`src/rtl/mod_reducer.sv`:
```
// Restoring shift-subtract reducer: produces X mod N and X / N, one quotient bit per clock.
// Optional MODRED_EARLY_EXIT_EN finishes in one cycle when X < N.
module mod_reducer (
  input  logic        Clk,
  input  logic        Reset,
  input  logic        Load,
  input  logic [15:0] X,
  input  logic [15:0] N,
  output logic [15:0] R,
  output logic [15:0] Q,
  output logic        Done,
  output logic        Busy,
  output logic        Err
);

  typedef enum logic [1:0] {
    S_IDLE = 2'd0,
    S_RUN  = 2'd1,
    S_DONE = 2'd2
  } state_t;

  state_t      state_q, state_d;
  logic [3:0]  cnt_q, cnt_d;
  logic [15:0] x_q, x_d;
  logic [15:0] n_q, n_d;
  logic [15:0] rem_q, rem_d;
  logic [15:0] r_q, r_d;
  logic [15:0] q_q, q_d;
  logic        done_q, done_d;
  logic        busy_q, busy_d;
  logic        err_q, err_d;

  // The shifted remainder needs a 17th bit so moduli above 16'h8000 cannot overflow.
  logic [16:0] rem_sh;
  logic [15:0] rem_sub;
  logic [15:0] rem_nxt;
  logic [15:0] x_nxt;
  logic        ge;
  logic        early;

  assign rem_sh  = {rem_q, x_q[15]};
  assign ge      = (rem_sh >= {1'b0, n_q});
  assign rem_sub = rem_sh[15:0] - n_q;
  assign rem_nxt = ge ? rem_sub : rem_sh[15:0];
  assign x_nxt   = {x_q[14:0], ge};

`ifdef MODRED_EARLY_EXIT_EN
  assign early = (cnt_q == 4'd0) && (x_q < n_q);
`else
  assign early = 1'b0;
`endif

  always_comb begin
    state_d = state_q;
    cnt_d   = cnt_q;
    x_d     = x_q;
    n_d     = n_q;
    rem_d   = rem_q;
    r_d     = r_q;
    q_d     = q_q;
    err_d   = err_q;
    case (state_q)
      S_IDLE: begin
        if (Load) begin
          x_d     = X;
          n_d     = N;
          rem_d   = 16'd0;
          cnt_d   = 4'd0;
          r_d     = 16'd0;
          q_d     = 16'd0;
          err_d   = 1'b0;
          state_d = S_RUN;
        end
      end
      S_RUN: begin
        if (n_q == 16'd0) begin
          r_d     = x_q;
          q_d     = 16'hFFFF;
          err_d   = 1'b1;
          state_d = S_DONE;
        end else if (early) begin
          r_d     = x_q;
          q_d     = 16'd0;
          state_d = S_DONE;
        end else begin
          rem_d = rem_nxt;
          x_d   = x_nxt;
          cnt_d = cnt_q + 4'd1;
          if (cnt_q == 4'd15) begin
            r_d     = rem_nxt;
            q_d     = x_nxt;
            state_d = S_DONE;
          end
        end
      end
      S_DONE:  state_d = S_IDLE;
      default: state_d = S_IDLE;
    endcase
    done_d = (state_d == S_DONE);
    busy_d = (state_d == S_RUN);
  end

  always_ff @(posedge Clk or posedge Reset) begin
    if (Reset) begin
      state_q <= S_IDLE;
      cnt_q   <= 4'd0;
      x_q     <= 16'd0;
      n_q     <= 16'd0;
      rem_q   <= 16'd0;
      r_q     <= 16'd0;
      q_q     <= 16'd0;
      done_q  <= 1'b0;
      busy_q  <= 1'b0;
      err_q   <= 1'b0;
    end else begin
      state_q <= state_d;
      cnt_q   <= cnt_d;
      x_q     <= x_d;
      n_q     <= n_d;
      rem_q   <= rem_d;
      r_q     <= r_d;
      q_q     <= q_d;
      done_q  <= done_d;
      busy_q  <= busy_d;
      err_q   <= err_d;
    end
  end

  assign R    = r_q;
  assign Q    = q_q;
  assign Done = done_q;
  assign Busy = busy_q;
  assign Err  = err_q;

endmodule

```
`config.mk`:
```
export PLATFORM = sky130hd
export DESIGN_NAME = mod_reducer
export DESIGN_NICKNAME = d
export VERILOG_FILES = /design/src/rtl/mod_reducer.sv
export SDC_FILE = /design/constraint.sdc
export NUM_CORES = 1
export LEC_CHECK = 0
export ABC_AREA = 1
export CORE_MARGIN = 2
export CORE_UTILIZATION = 56
export DETAILED_ROUTE_END_ITERATION = 6
export PLACE_DENSITY = 0.81
export SYNTH_ARGS = -nofsm -noshare
export SYNTH_HDL_FRONTEND = slang
export SYNTH_SLANG_ARGS = --single-unit
```
`constraint.sdc`:
```
create_clock -name Clk -period 3.9 [get_ports Clk]
set_input_delay 0.585 -clock Clk [delete_from_list [all_inputs] [get_ports Clk]]
set_output_delay 0.585 -clock Clk [all_outputs]
set_load 0.05 [all_outputs]
```
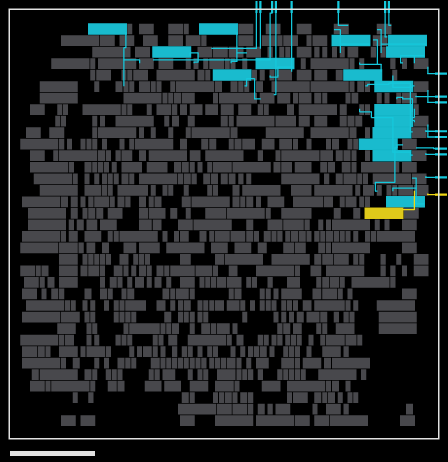
*Port wiring, run 1*
Scale bar: 20 um.
Key: cyan = Q [direction output, edge 8 right, 8 top, end cells 16, buffers 16, wire 355 um]; yellow = Busy [direction output, edge right, end cells 1, buffers 1, wire 9.40 um]

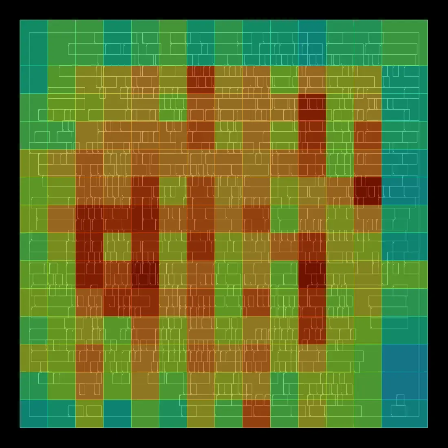
*Routing congestion, run 1*
fraction of met2 tracks used by global routing: 0.4300
met1 global-route usage: 0.3847
GRT Util Overall: 0.2687
layer with the highest usage: met2
met3 routing resource usage after global routing: 0.03051

==> summary.txt, run 1 <==
Antenna diode count: 0
Post-synth seq share: 0.4223
Slowest-stage cell, CP: nand2_2
Ordered cell list for the critical path: inv_1 > nand4_1 > nor2_1 > nand2_2 > inv_2 > nand2_4 > nand2_2 > inv_2 > o221ai_1
# IOs: 70
Metal3 WL: 530 um
Non-CTS buffers: 73
TritonCTS Sinks: 89
Reg area: 2227 um^2
Data-path buffer share of cell area in the final layout: 0.1189
Remaining antenna violation count: 0
Cell taking the most area after synthesis: dfrtp_1
Final Util: 0.6707
Post-cts hold buffer count: 0
Fraction of the cycle the final worst path needs: 0.7183
Net Count, Synth: 748
Number of H-tree levels: 3
Largest combinational cell category by area: simple AND/OR/NAND/NOR gates
Count of state elements after synthesis: 89
Final layout net count: 806
Pre-CTS WS: 1.175 ns
Detail Route met2 WL: 6227 um
Leading cell types in the layout, fill and taps excluded: nand2_1, dfrtp_1, inv_1
Count of clock-net buffers in the final layout: 10
Highest Signal Layer: met4
Fin Hold WS: 0.4792 ns
Flip-flops with a built-in enable: 0
Dpl hpwl: 9748 um
Ratio of routed vias to standard cells: 5.372
Violation count after the first detailed-route iteration: 345
Count of non-filler cells in the finished layout: 869
Core area: 9196 um^2
Yosys synthesis chip area: 5274 um^2
TritonCTS buffer count: 9
FILL cells: 796
Largest contributor to cell area by class: multi-input combinational cells
Starting density of the core: 0.5735
Non-clock inverter total of the final layout: 90
Clock buffer and inverter area fraction after layout: 0.02860
Most common cell after layout, fill and taps aside: nand2_1
Final routed wirelength across all metal layers: 12900 um
Number of design rule violations left after detail routing: 0
Number of hold violations in the final report: 0
Result of the run: complete, no violations
Wire length per cell: 14.85 um
RSZ-0062 raised after global routing: no
Maximum operating frequency: 357.0 MHz
Post-CTS Setup Repair Bufs: 0
Min setup slack post-route: 1.099 ns
Startpoint type of the worst setup path: flip-flop
Number of combinational gates with multiple inputs: 490
Largest fanout on the critical path: 39
Gate Count Post-Synth: 695
Residual overflow from global routing: 0
Class of the worst hold path: flip-flop to flip-flop
Placed Area: 5992 um^2
Xor+xnor area frac: 0.01163
Critical path start-end classification: flip-flop to flip-flop
Total negative slack for setup checks: 0 ns
Cell depth of the worst hold path: 2
Worst Reg2Reg Path Length in Cells: 9
Die height: 101.0 um
Async set-reset flop share out of synthesis: 1.000
Proportion of layout cells with a drive suffix above 1: 0.09894
Top post-synthesis cells by area: dfrtp_1, nand2_1, inv_1
Clock-pin slew on the worst setup and hold paths: 0.10 ns
Maximum number of pins on one net before global-route repair: 51
Antenna violations before repair: 0
Post-Route Skew: 0.01443 ns
Area of the die: 10210 um^2
Final-report max-slew violation count: 0
Die Width: 101.0 um
CP required: 4.17 ns
Syn Std Cell Area: 5274 um^2
Top_reg_cell synth: dfrtp_1
Crit path depth: 9
Root buffer cell: clkbuf_8
Placed cell count: 853
Yosys top cell area share: 0.4223
CTS tree: done
Layout Cell Area excl Fill: 6168 um^2
Syn. warnings: 0
Cell count in the Yosys report: 695
Area Growth Syn to Fin: 16.96%
Fraction of area in multi-input gates: 0.4140
Longest Clk Path Bufs: 2
Sequential cell count: 89
Seq/total area: 0.3611
Number of gates resized after CTS: 0
Clock insertion delay at the later pin of the skew report: 0.35 ns
Max Cap Viol: 0
Number of global-route vias before repair: 4432
Crit-path leading delay family: simple AND/OR/NAND/NOR gates
Library cell with the highest instance count after synthesis: nand2_1
Tap cells: 111
Worst slew margin relative to its limit: 0.5222
Final period demand of the worst path: 2.801 ns
First-pass DRT Iterations: 5
Row cnt: 35
Share of synthesized area spent on multiplexers: 0
Complex Gates by Area: 0.1013
Slew @ Worst Pin: 0.7159 ns
Critical path buffers and inverters: 3
Endpoint class of the critical path: flip-flop
Mapped Avg Cell Area: 7.588 um^2
GPL Wtd Cong: 0.8724
Delay of the slowest critical-path stage: 0.56 ns
Post-synth cell types: 39
Post-synthesis share of cell area spent on full adders, half adders and majority gates: 0.04413
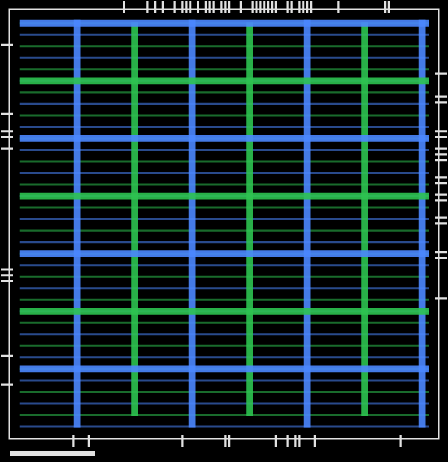
*PDN straps and rails, run 1*
Scale bar: 20 um. Pins as bars on the die edge.
Key: blue = VSS; green = VDD
7 straps on met5. 70 signal pins sit on the boundary.

==> run 1: worst min-delay path: stages (launching register included) <==
cell	delay, ns
dfrtp_1	0.35
nand2_1	0.05
nand2_1	0.04
==> run 1: worst paths after layout <==
check	startpoint	endpoint	slack (ns)
max in group asynchronous	Reset	rem_q[9]	2.54
max reg2reg	n_q[13]	x_q[6]	1.10
min in group asynchronous	Reset	n_q[2]	0.65
max	n_q[13]	x_q[6]	1.10
min	Q[2]	Q[2]	0.48
min reg2reg	Q[2]	Q[2]	0.48
### Cell density map, run 1

Scale bar: 20 um. 10 x 10 tiles, from black (low) to pale yellow (high), 0 to 100% covered.
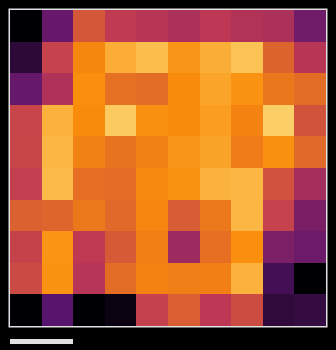

==> run 2, diff against run 1 <==
CORE_UTILIZATION = 50   (was 56)
PLACE_DENSITY = 0.76   (was 0.81)
clock period = 2.3 ns   (was 3.9 ns; I/O delays follow)
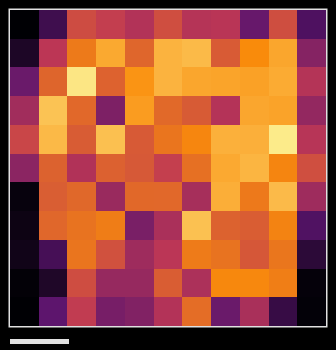
*Cell density map, run 2*
Scale bar: 20 um. 11 x 11 tiles, from black (low) to pale yellow (high), 0 to 100% covered.
4.1% of the tiles are nearly empty. The emptiest ninth of the die: bottom left. 21% of the tiles are over 75% full. The fullest tile reaches 96%. The mean over all tiles is 55%.

==> run 2 against run 1 <==
Against the previous run: maximum frequency rose by 28%; register-to-register slack worse by 0.99 ns; core utilization down 4.9 points; design area grew 3.6%; critical endpoint is now R[8].
==> summary.txt, run 2 <==
Result of the run: complete, no violations
Reg area: 2227 um^2 (unchanged)
Count of clock-net buffers in the final layout: 11 (+1)
Post-Route Skew: 0.01038 ns (-0.004043 ns)
Final-report max-slew violation count: 0 (unchanged)
Ratio of routed vias to standard cells: 5.213 (-2.9%)
Seq/total area: 0.3484 (-0.01265)
Top post-synthesis cells by area: dfrtp_1, nand2_1, inv_1
Final Util: 0.6220 (-0.04876)
Post-synth seq share: 0.4223 (unchanged)
Top_reg_cell synth: dfrtp_1
Fraction of area in multi-input gates: 0.4067 (-0.007263)
Worst Reg2Reg Path Length in Cells: 15 (+6)
Violation count after the first detailed-route iteration: 460 (+33%)
Tap cells: 136 (+23%)
GRT Util Overall: 0.2567 (-0.01191)
Count of state elements after synthesis: 89 (unchanged)
Area of the die: 11380 um^2 (+12%)
Max Cap Viol: 0 (unchanged)
Clock insertion delay at the later pin of the skew report: 0.38 ns (+0.03 ns)
Terminus of the critical flop-to-flop path: R[8]
Clock buffer and inverter area fraction after layout: 0.03327 (+0.004674)
Root buffer cell: clkbuf_8
Fin Hold WS: 0.4435 ns (-0.03570 ns)
Layout Cell Area excl Fill: 6392 um^2 (+3.6%)
Wire length per cell: 15.31 um (+3.1%)
Net Count, Synth: 748 (unchanged)
Longest Clk Path Bufs: 2 (unchanged)
Die height: 106.7 um (+5.6%)
Core area: 10280 um^2 (+12%)
Area Growth Syn to Fin: 21.21%
Slowest-stage cell, CP: fa_2
Maximum operating frequency: 456.9 MHz (+28%)
Met3 routing resource usage after global routing: 0.04620 (+0.01569)
Number of hold violations in the final report: 0 (unchanged)
TritonCTS buffer count: 9 (unchanged)
Critical path buffers and inverters: 2 (-1)
Crit Reg-Reg Startpoint: x_q[15]
Final layout net count: 817 (+1.4%)
Number of combinational gates with multiple inputs: 490 (unchanged)
Startpoint type of the worst setup path: flip-flop
Placed Area: 6126 um^2 (+2.2%)
Async set-reset flop share out of synthesis: 1.000 (unchanged)
# IOs: 70 (unchanged)
Flip-flops with a built-in enable: 0 (unchanged)
Residual overflow from global routing: 0 (unchanged)
Largest fanout on the critical path: 4 (-90%)
Min setup slack post-route: 0.1112 ns (-0.9875 ns)
Delay of the slowest critical-path stage: 0.42 ns (-0.14 ns)
Gate Count Post-Synth: 695 (unchanged)
Post-cts hold buffer count: 0 (unchanged)
Library cell with the highest instance count after synthesis: nand2_1
Die Width: 106.7 um (+5.6%)
Critical path start-end classification: flip-flop to flip-flop
Final period demand of the worst path: 2.189 ns (-0.6125 ns)
Row cnt: 37 (+5.7%)
CP endpoint: R[8]
Data-path buffer share of cell area in the final layout: 0.1315 (+0.01267)
RSZ-0062 raised after global routing: yes
Yosys synthesis chip area: 5274 um^2 (unchanged)
Most common cell after layout, fill and taps aside: nand2_1
Endpoint class of the critical path: flip-flop
Maximum number of pins on one net before global-route repair: 90 (+76%)
Final routed wirelength across all metal layers: 13860 um (+7.4%)
Non-CTS buffers: 84 (+15%)
Fraction of the cycle the final worst path needs: 0.9516 (+0.2334)
Yosys top cell area share: 0.4223 (unchanged)
Syn Std Cell Area: 5274 um^2 (unchanged)
First-pass DRT Iterations: 5 (unchanged)
Largest contributor to cell area by class: multi-input combinational cells
Crit path depth: 15 (+6)
Slew @ Worst Pin: 0.5087 ns (-0.2073 ns)
Number of gates resized after CTS: 0 (unchanged)
Cell count in the Yosys report: 695 (unchanged)
Leading cell types in the layout, fill and taps excluded: nand2_1, dfrtp_1, inv_1
Ordered cell list for the critical path: inv_2 > ha_2 > inv_2 > fa_2 > nand2_2 > nand2_2 > nand2_2 > nor2_1 > nor2_1 > xor2_1 > nand2_1 > nand3_2 > nand2_1 > nand2_1 > nand2_1
Clock-pin slew on the worst setup and hold paths: 0.09 ns (about the same)
Proportion of layout cells with a drive suffix above 1: 0.1300 (+0.03109)
Post-CTS Setup Repair Bufs: 0 (unchanged)
Class of the worst hold path: input pin to async pin
Critical path startpoint: x_q[15]
Antenna diode count: 0 (unchanged)
Mapped Avg Cell Area: 7.588 um^2 (unchanged)
Antenna violations before repair: 0 (unchanged)
[run 2: cell counts after synthesis]
No cell type changed its count.
[run 2: cells by family after synthesis]
logic type               Yosys count  synth area share
flip-flops                        89            0.4223
adder cells (fa/ha/maj)           18           0.04413
AND-OR/OR-AND                     95            0.1013
AND/OR/NAND/NOR                  370            0.3265
buffers and inverters            116           0.09418
XOR/XNOR                           7           0.01163
[run 2: routing by layer]
metal	routed length (um)	vias to the layer above
li1	-	2341
met1	6550	2240
met2	6451	119
met3	603	18
met4	252	0
met5	0	-
==> run 3, diff against run 2 <==
==> constraint.sdc (replaced) <==
create_clock -name Clk -period 2.3 [get_ports Clk]
set_input_delay 0.46 -clock Clk [delete_from_list [all_inputs] [get_ports Clk]]
set_output_delay 0.46 -clock Clk [all_outputs]
set_load 0.05 [all_outputs]
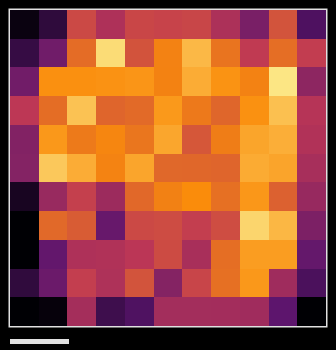
*Cell density map, run 3*
Scale bar: 20 um. 11 x 11 tiles, from black (low) to pale yellow (high), 0 to 100% covered.
The fullest tile reaches 95%. The mean over all tiles is 55%. 4.1% of the tiles are nearly empty.
starting density of the core: 0.5131
core area: 10280 um^2

==> run 3 against run 2 <==
Against the previous run: first-iteration DRC count decreased by 2.4%; hold slack improved by 0.035 ns; via count decreased by 0.13%; sequential cell count did not move; clock skew increased by 0.0077 ns; synthesized area is the same; worst setup slack improved by 0.040 ns; global-route usage fell by 0.065 points; design area shrank 0.20%; die area did not move.
==> summary.txt, run 3 <==
Post-CTS Setup Repair Bufs: 0 (unchanged)
Result of the run: complete, no violations
Fin Hold WS: 0.4784 ns (+0.03487 ns)
Syn Std Cell Area: 5274 um^2 (unchanged)
Row cnt: 37 (unchanged)
RSZ-0062 raised after global routing: yes
First-pass DRT Iterations: 5 (unchanged)
Detail Route met2 WL: 6356 um (-1.5%)
Post-Route Skew: 0.01805 ns (+0.007668 ns)
Largest fanout on the critical path: 7 (+3)
Share of synthesized area spent on multiplexers: 0 (unchanged)
Xor+xnor area frac: 0.01163 (unchanged)
Longest Clk Path Bufs: 2 (unchanged)
Gate Count Post-Synth: 695 (unchanged)
Area share of and/or/nand/nor cells after synthesis: 0.3265 (unchanged)
Slew @ Worst Pin: 0.5247 ns (+0.01607 ns)
Top post-synthesis cells by area: dfrtp_1, nand2_1, inv_1
Via count: 4712
Number of hold violations in the final report: 0 (unchanged)
Area of the die: 11380 um^2 (unchanged)
Wire length per cell: 15.34 um (+0.21%)
Violation count after the first detailed-route iteration: 449 (-2.4%)
Delay of the slowest critical-path stage: 0.42 ns (about the same)
Yosys synthesis chip area: 5274 um^2 (unchanged)
Number of gates resized after CTS: 0 (unchanged)
Buffers on Ports: 69
Yosys top cell area share: 0.4223 (unchanged)
Most common cell after layout, fill and taps aside: nand2_1
Layout Cell Area excl Fill: 6380 um^2 (-0.20%)
Startpoint type of the worst setup path: flip-flop
Highest Signal Layer: met4
Final layout net count: 815 (-0.24%)
Cell count in the Yosys report: 695 (unchanged)
Final period demand of the worst path: 2.149 ns (-0.03951 ns)
Count of state elements after synthesis: 89 (unchanged)
Post-synthesis share of cell area spent on full adders, half adders and majority gates: 0.04413 (unchanged)
Root buffer cell: clkbuf_8
Final-report max-slew violation count: 0 (unchanged)
Final routed wirelength across all metal layers: 13860 um (about the same)
Antenna diode count: 0 (unchanged)
Top_reg_cell synth: dfrtp_1
Residual overflow from global routing: 0 (unchanged)
Ordered cell list for the critical path: ha_1 > a21oi_1 > nor2_1 > nor2_1 > nand2_2 > nor2_8 > buf_4 > nand3b_2 > nand3_2 > nand2_1 > nand2_1 > nand2_1
Largest combinational cell category by area: simple AND/OR/NAND/NOR gates
Clock-pin slew on the worst setup and hold paths: 0.10 ns (about the same)
Leading cell types in the layout, fill and taps excluded: nand2_1, dfrtp_1, inv_1
Fraction of the cycle the final worst path needs: 0.9345 (-0.01718)
Async set-reset flop share out of synthesis: 1.000 (unchanged)
Placed Area: 6126 um^2 (unchanged)
Net Count, Synth: 748 (unchanged)
Final Util: 0.6208 (-0.001218)
Post-synth seq share: 0.4223 (unchanged)
Area Growth Syn to Fin: 20.97%
Slowest-stage cell, CP: dfrtp_1
Die height: 106.7 um (unchanged)
Endpoint class of the critical path: flip-flop
Clock insertion delay at the later pin of the skew report: 0.38 ns (about the same)
Critical path buffers and inverters: 1 (-1)
Total routed wire length on the met1 layer: 6481 um (-1.1%)
Library cell with the highest instance count after synthesis: nand2_1
GRT Util Overall: 0.2561 (-0.0006516)
Flip-flops with a built-in enable: 0 (unchanged)
Met1 global-route usage: 0.3714
[run 3: cell counts after synthesis]
Identical to the previous run, type by type.
[run 3: worst paths after layout]
check	start	to	depth (start not counted)
min in group asynchronous	Reset	Q[5]	3
worst max-delay path	rem_q[13]	R[5]	12
worst min-delay path	Q[13]	Q[13]	2
worst max register to register	rem_q[13]	R[5]	12
worst min register to register	Q[13]	Q[13]	2
max in group asynchronous	Reset	n_q[6]	3
[run 3: final cells by class]
type | count | area (um^2)
flip-flops and latches | 89 | 2227
multi-input cells | 490 | 2604
clock inverters | 6 | 73.82
fillers | 939 | 3897
well taps | 136 | 170.2
repair buffers | 82 | 825.8
inverters | 90 | 341.6
clock buffers | 10 | 137.6
